### config.mk
export PLATFORM = sky130hd
export DESIGN_NAME = syn_ram_param
export DESIGN_NICKNAME = d
export VERILOG_FILES = /design/src/rtl/syn_ram_param.sv
export SDC_FILE = /design/constraint.sdc
export NUM_CORES = 2
export LEC_CHECK = 0
export CAP_MARGIN = 40
export CORE_UTILIZATION = 30
export CTS_BUF_LIST = sky130_fd_sc_hd__clkbuf_2
export CTS_CLUSTER_SIZE = 10
export DETAILED_ROUTE_END_ITERATION = 12
export GPL_TIMING_DRIVEN = 1
export SLEW_MARGIN = 20
export SYNTH_ARGS = -nofsm -noshare
export SYNTH_HDL_FRONTEND = slang
export SYNTH_SLANG_ARGS = --single-unit
### constraint.sdc
create_clock -name clk -period 17.5 [get_ports clk]
set_clock_uncertainty 0.05 [all_clocks]
set_input_delay 2.625 -clock clk [delete_from_list [all_inputs] [get_ports clk]]
set_output_delay 2.625 -clock clk [all_outputs]
set_load 0.01 [all_outputs]
### src/rtl/syn_ram_param.sv
// ---------------------------------------------------------------------------
// syn_ram_param
//
// Parametrised synchronous simple-dual-port RAM. There is one write port and
// one read port, both on a single clock. The block provides per-byte write
// enables, an optional output register and a built-in clear engine. The clear
// engine zeroes every word after reset, or when clr is pulsed.
//
// Parameters
//   DATA_W   word width in bits (multiple of 8)
//   ADDR_W   address width in bits
//   DEPTH    number of words, 2 <= DEPTH <= 2**ADDR_W
//   OUT_REG  0: read latency 1, 1: extra output register, read latency 2
//
// Ports
//   clk       in   clock, rising edge
//   rst       in   synchronous active-high reset (restarts the clear sweep)
//   we        in   write request
//   wr_addr   in   write address
//   wr_data   in   write data
//   wr_be     in   byte enables, bit i gates wr_data[8i+7:8i]
//   re        in   read request
//   rd_addr   in   read address
//   clr       in   single-cycle pulse that starts a clear sweep
//   rd_data   out  read data. It holds its value between reads and is 0
//                  after reset.
//   rd_valid  out  one-cycle pulse per accepted read
//   busy      out  clear sweep in progress; we/re are dropped while high
//
// Build option
//   SYN_RAM_PARAM_BYPASS_EN  when defined, a read and a write to the same
//                            address in the same cycle return the merged
//                            new word (write-first). When undefined, they
//                            return the old word (read-first).
// ---------------------------------------------------------------------------
module syn_ram_param #(
  parameter int DATA_W  = 16,
  parameter int ADDR_W  = 8,
  parameter int DEPTH   = 2 ** ADDR_W,
  parameter int OUT_REG = 0
) (
  input  logic                  clk,
  input  logic                  rst,
  input  logic                  we,
  input  logic [ADDR_W-1:0]     wr_addr,
  input  logic [DATA_W-1:0]     wr_data,
  input  logic [DATA_W/8-1:0]   wr_be,
  input  logic                  re,
  input  logic [ADDR_W-1:0]     rd_addr,
  input  logic                  clr,
  output logic [DATA_W-1:0]     rd_data,
  output logic                  rd_valid,
  output logic                  busy
);

  localparam int BE_W = DATA_W / 8;

  // Range checks use one extra bit so that DEPTH == 2**ADDR_W fits.
  localparam logic [ADDR_W:0]   DEPTH_X  = (ADDR_W + 1)'(DEPTH);
  localparam logic [ADDR_W-1:0] LAST_PTR = ADDR_W'(DEPTH - 1);

  typedef enum logic {
    ST_CLEAR = 1'b0,
    ST_IDLE  = 1'b1
  } state_t;

  state_t              r_state;
  state_t              w_state_nxt;
  logic [ADDR_W-1:0]   r_ptr;
  logic [ADDR_W-1:0]   w_ptr_nxt;

  logic [DATA_W-1:0]   r_mem [DEPTH];

  logic                w_idle_go;
  logic                w_wr_in;
  logic                w_rd_in;
  logic                w_wr_ok;
  logic                w_rd_ok;
  logic                w_clr_wr;
  logic [DATA_W-1:0]   w_rd_word;

  logic                r_vld_p0;
  logic [DATA_W-1:0]   r_rd_data_p0;

  // Replace the bytes of old_w selected by be with the matching bytes of new_w.
  function automatic logic [DATA_W-1:0] f_merge(
    input logic [DATA_W-1:0] old_w,
    input logic [DATA_W-1:0] new_w,
    input logic [BE_W-1:0]   be
  );
    logic [DATA_W-1:0] res;
    res = old_w;
    for (int i = 0; i < BE_W; i++) begin
      if (be[i]) begin
        res[8*i +: 8] = new_w[8*i +: 8];
      end
    end
    return res;
  endfunction

  // A clr pulse takes priority over traffic in the same cycle. That traffic
  // is dropped, so the sweep starts from an untouched snapshot.
  assign w_idle_go = (r_state == ST_IDLE) && !clr;
  assign w_wr_in   = ({1'b0, wr_addr} < DEPTH_X);
  assign w_rd_in   = ({1'b0, rd_addr} < DEPTH_X);
  assign w_wr_ok   = w_idle_go && we && w_wr_in;
  // Out-of-range reads are still accepted; they simply return zero.
  assign w_rd_ok   = w_idle_go && re;
  assign w_clr_wr  = (r_state == ST_CLEAR) && !rst;

  // -------------------------------------------------------------------------
  // Control FSM: state register
  // -------------------------------------------------------------------------
  always_ff @(posedge clk) begin
    if (rst) begin
      r_state <= ST_CLEAR;
      r_ptr   <= '0;
    end else begin
      r_state <= w_state_nxt;
      r_ptr   <= w_ptr_nxt;
    end
  end

  // -------------------------------------------------------------------------
  // Control FSM: next-state logic
  // -------------------------------------------------------------------------
  always_comb begin
    w_state_nxt = r_state;
    w_ptr_nxt   = r_ptr;
    case (r_state)
      ST_IDLE: begin
        if (clr) begin
          w_state_nxt = ST_CLEAR;
          w_ptr_nxt   = '0;
        end
      end
      ST_CLEAR: begin
        // clr is ignored here; an ongoing sweep is never restarted by it.
        if (r_ptr == LAST_PTR) begin
          w_state_nxt = ST_IDLE;
          w_ptr_nxt   = '0;
        end else begin
          w_ptr_nxt   = r_ptr + 1'b1;
        end
      end
      default: begin
        w_state_nxt = ST_CLEAR;
        w_ptr_nxt   = '0;
      end
    endcase
  end

  assign busy = (r_state == ST_CLEAR);

  // -------------------------------------------------------------------------
  // Storage array: the sweep and normal writes share the one write port
  // -------------------------------------------------------------------------
  always_ff @(posedge clk) begin
    if (w_clr_wr) begin
      r_mem[r_ptr] <= '0;
    end else if (w_wr_ok) begin
      r_mem[wr_addr] <= f_merge(r_mem[wr_addr], wr_data, wr_be);
    end
  end

  // Read word as it will be captured at the accepting edge. The array
  // read sees the pre-write contents, which gives read-first behaviour.
  always_comb begin
    w_rd_word = w_rd_in ? r_mem[rd_addr] : '0;
`ifdef SYN_RAM_PARAM_BYPASS_EN
    if (w_wr_ok && (wr_addr == rd_addr)) begin
      w_rd_word = f_merge(w_rd_word, wr_data, wr_be);
    end
`endif
  end

  // -------------------------------------------------------------------------
  // Read stage p0: array output register
  // -------------------------------------------------------------------------
  always_ff @(posedge clk) begin
    if (rst) begin
      r_vld_p0     <= 1'b0;
      r_rd_data_p0 <= '0;
    end else begin
      r_vld_p0 <= w_rd_ok;
      if (w_rd_ok) begin
        r_rd_data_p0 <= w_rd_word;
      end
    end
  end

  generate
    if (OUT_REG != 0) begin : g_oreg
      logic              r_vld_p1;
      logic [DATA_W-1:0] r_rd_data_p1;

      // ---------------------------------------------------------------------
      // Read stage p1: optional output register
      // ---------------------------------------------------------------------
      always_ff @(posedge clk) begin
        if (rst) begin
          r_vld_p1     <= 1'b0;
          r_rd_data_p1 <= '0;
        end else begin
          r_vld_p1 <= r_vld_p0;
          if (r_vld_p0) begin
            r_rd_data_p1 <= r_rd_data_p0;
          end
        end
      end

      assign rd_data  = r_rd_data_p1;
      assign rd_valid = r_vld_p1;
    end else begin : g_noreg
      assign rd_data  = r_rd_data_p0;
      assign rd_valid = r_vld_p0;
    end
  endgenerate

endmodule
port_trees.png
(1 px per um)
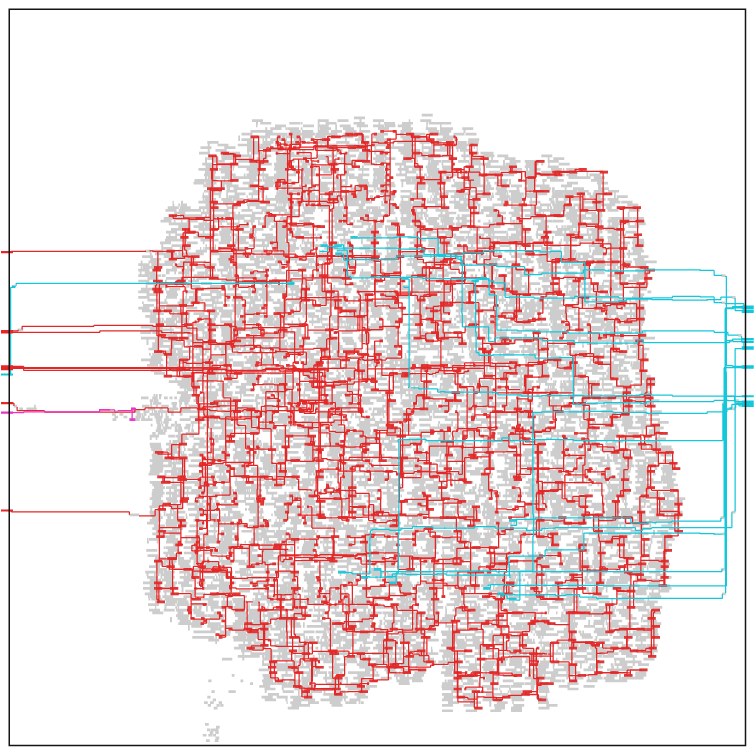
Key: cyan = rd_data [bits 16, direction output, edge 15 right, 1 left, end cells 16, buffers 16, wire 7900 um]; magenta = re [bits 1, direction input, edge left, end cells 2, buffers 1, wire 138 um]; red = rd_addr [bits 8, direction input, edge left, end cells 1612, buffers 53, wire 39.3 mm]
IO Pins: 57
port bufs: 56

class_map.png
(1 px per um)
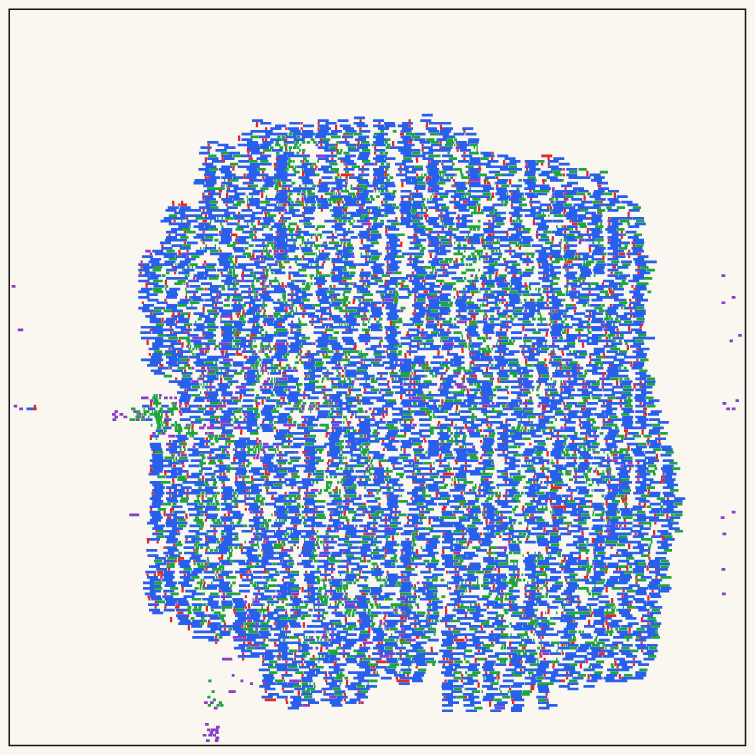
Key: blue = registers [cells 4122, share of their area 72%]; purple = remaining buffers and delay cells [cells 485, share of their area 2.8%]; green = remaining logic cells [cells 3325, share of their area 20%]; red = clock drivers and dummy loads [cells 1727, share of their area 5.1%]
Design Area, Final: 0.180 mm2
Rows: 268
Layout Utilization: 33.8%
register share of the cell area: 68.5%

m3.png
(1 px per um)
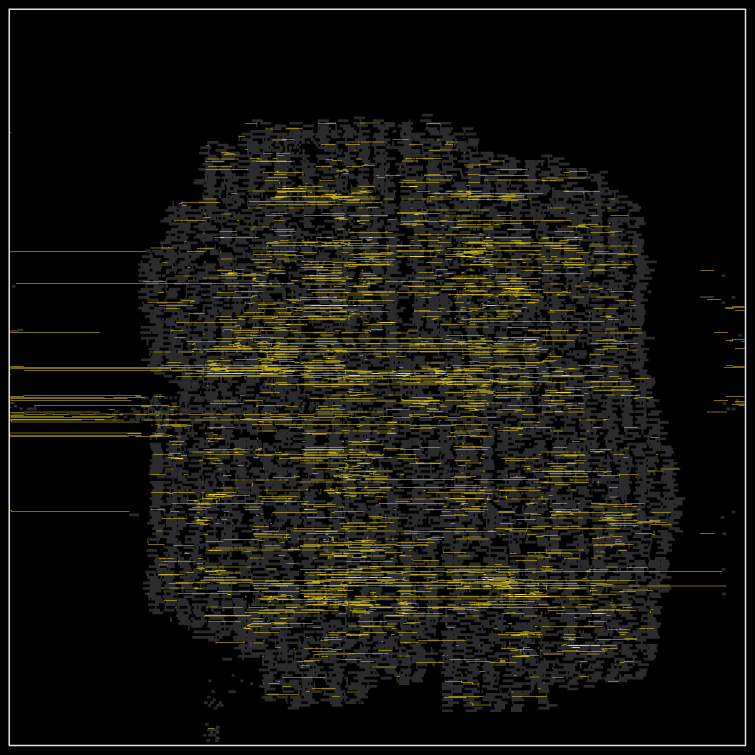
The longest straight run is 328 um. The layer carries 43.5 mm of wire. The wires run mostly horizontal. The layer holds 9.9% of the routed length.
M3 GR Usage: 3.82%
Total Routed Length: 439 mm
via count: 85900

==> CHANGELOG.md <==
### Physical design

* Height of the die at 735 um
* Ys flop type: edfxtp_1
* Count of tool warnings at 82
* Post-DP HPWL at 267 mm
* Total GRT Usage at 15.6%
* Crit path capture: rd_data[15]
* R2r endpoint: r_mem[63][7]$_DFFE_PP_
* Distinct lib cells at 64
* TNS Setup at 0 ns
* First-pass DRT Iterations at 6
* Max-slew headroom at 13.5%
* Largest fanout on the critical path at 2
* DRT iter0 DRCs at 10200
* Synth Cell Area at 0.161 mm2
* Initial antenna violation count at 49
* Clk slew on worst S/H paths at 0.11 ns
* Clock sink count at 4122
* Floorplan utilization at 30.2%
* ANT nets after route at 0
* Post-synthesis async set-or-reset flop share at 0%
* Final Net Count at 8934
* Minimum clock period at 6.68 ns
* Hold Worst Slack at 0.537 ns
* Flop area at 0.124 mm2
* Max Cap Viol at 0
* Startpoint types: flip-flop
* CP Depth at 1
* Grt ovf at 0
* Layout cell share with drive strength beyond 1 at 27.6%
* Ys Warns at 0
* Slew Limit Fails at 0
* Setup crit end kind: output pin
* CP arrival at 4.00 ns
* Worst R2R Start: r_state$_SDFF_PP0_
* Area after DPL at 0.170 mm2
* Cell count after synthesis at 7934
* Post-CTS Resized at 0
* Dpl ws at 9.44 ns
* Clock root buffer: clkbuf_2
* Drt via density at 5.10
* H-tree levels at 6
* RSZ-0062 raised after global routing: no
* Fmax at 150 MHz
* Hold path depth at 2
* Crit path DRT at 14.83 ns
* Most common cell in the netlist: edfxtp_1
* Met1 global-route usage at 21.0%
* Final period util at 38.2%
* Placed cell count at 14900
* End of the worst hold path: rd_data[2]$_SDFFE_PP0P_
* # fillers at 50600
* Pin count of the biggest net entering global routing at 213
* Total power at 17.6 mW
* Final Non-Filler Cells at 16800
* Seq cells post-synth at 4122
* Critical path class: reg2out
* Worst vdd ir at 0.0000640 V
* Outcome: finished, final reports clean
* Total die area at 0.540 mm2
* CP Launch Point: rd_data[15]$_SDFFE_PP0P_
## metal layers
layer	wire, um	vias up
li1	-	35600
met1	176000	44900
met2	204000	4568
met3	43500	764
met4	14600	28
met5	151	-
## cells in the final DEF (no fill, tap or decap), types with 19 or more instances in the layout
master,instances
a2111oi_0,38
nor3_1,39
mux4_2,702
o221ai_1,86
clkinv_1,269
mux2i_1,568
a21oi_1,129
buf_16,36
o22ai_1,214
nand3_1,83
buf_12,24
clkdlybuf4s50_1,51
and2_1,20
mux4_1,57
clkinv_2,42
nor2_1,565
a211oi_1,80
dfxtp_1,26
o21ai_0,78
edfxtp_1,4096
a22oi_1,123
nor4_1,19
clkbuf_2,1358
diode_2,29
nand2_1,255
buf_4,341
## registers in the layout, indices dropped and copies added, names as in the netlist
name and cells:
r_state 1, rd_data 16, r_mem 4096, r_ptr 8, rd_valid 1
## cell families after synthesis
group           synth area share, %
compound gates                 3.78
mux                            14.4
buf+inv                        2.25
fa+ha+maj                   0.00777
flops                          76.7
simple gates                   2.89
## layout make-up
class / instances / share of cell area (%)
clock inverters: 369 / 1.09
clock buffers: 1358 / 3.77
diodes: 29 / 0.0402
well taps: 7155 / 4.96
inverters: 11 / 0.0277
multi-input cells: 3314 / 18.9
flip-flops and latches: 4122 / 68.5
repair buffers: 485 / 2.68
## report_power, final
part           switching (mW)  leakage [nW]  total [mW]  internal, mW
clock                    3.86          6.57        6.16          2.30
sequential            0.00292          37.2        10.7          10.7
combinational           0.468          14.0       0.752         0.285
total                    4.33          57.7        17.6          13.3
Power is estimated from default activity; no workload was simulated.
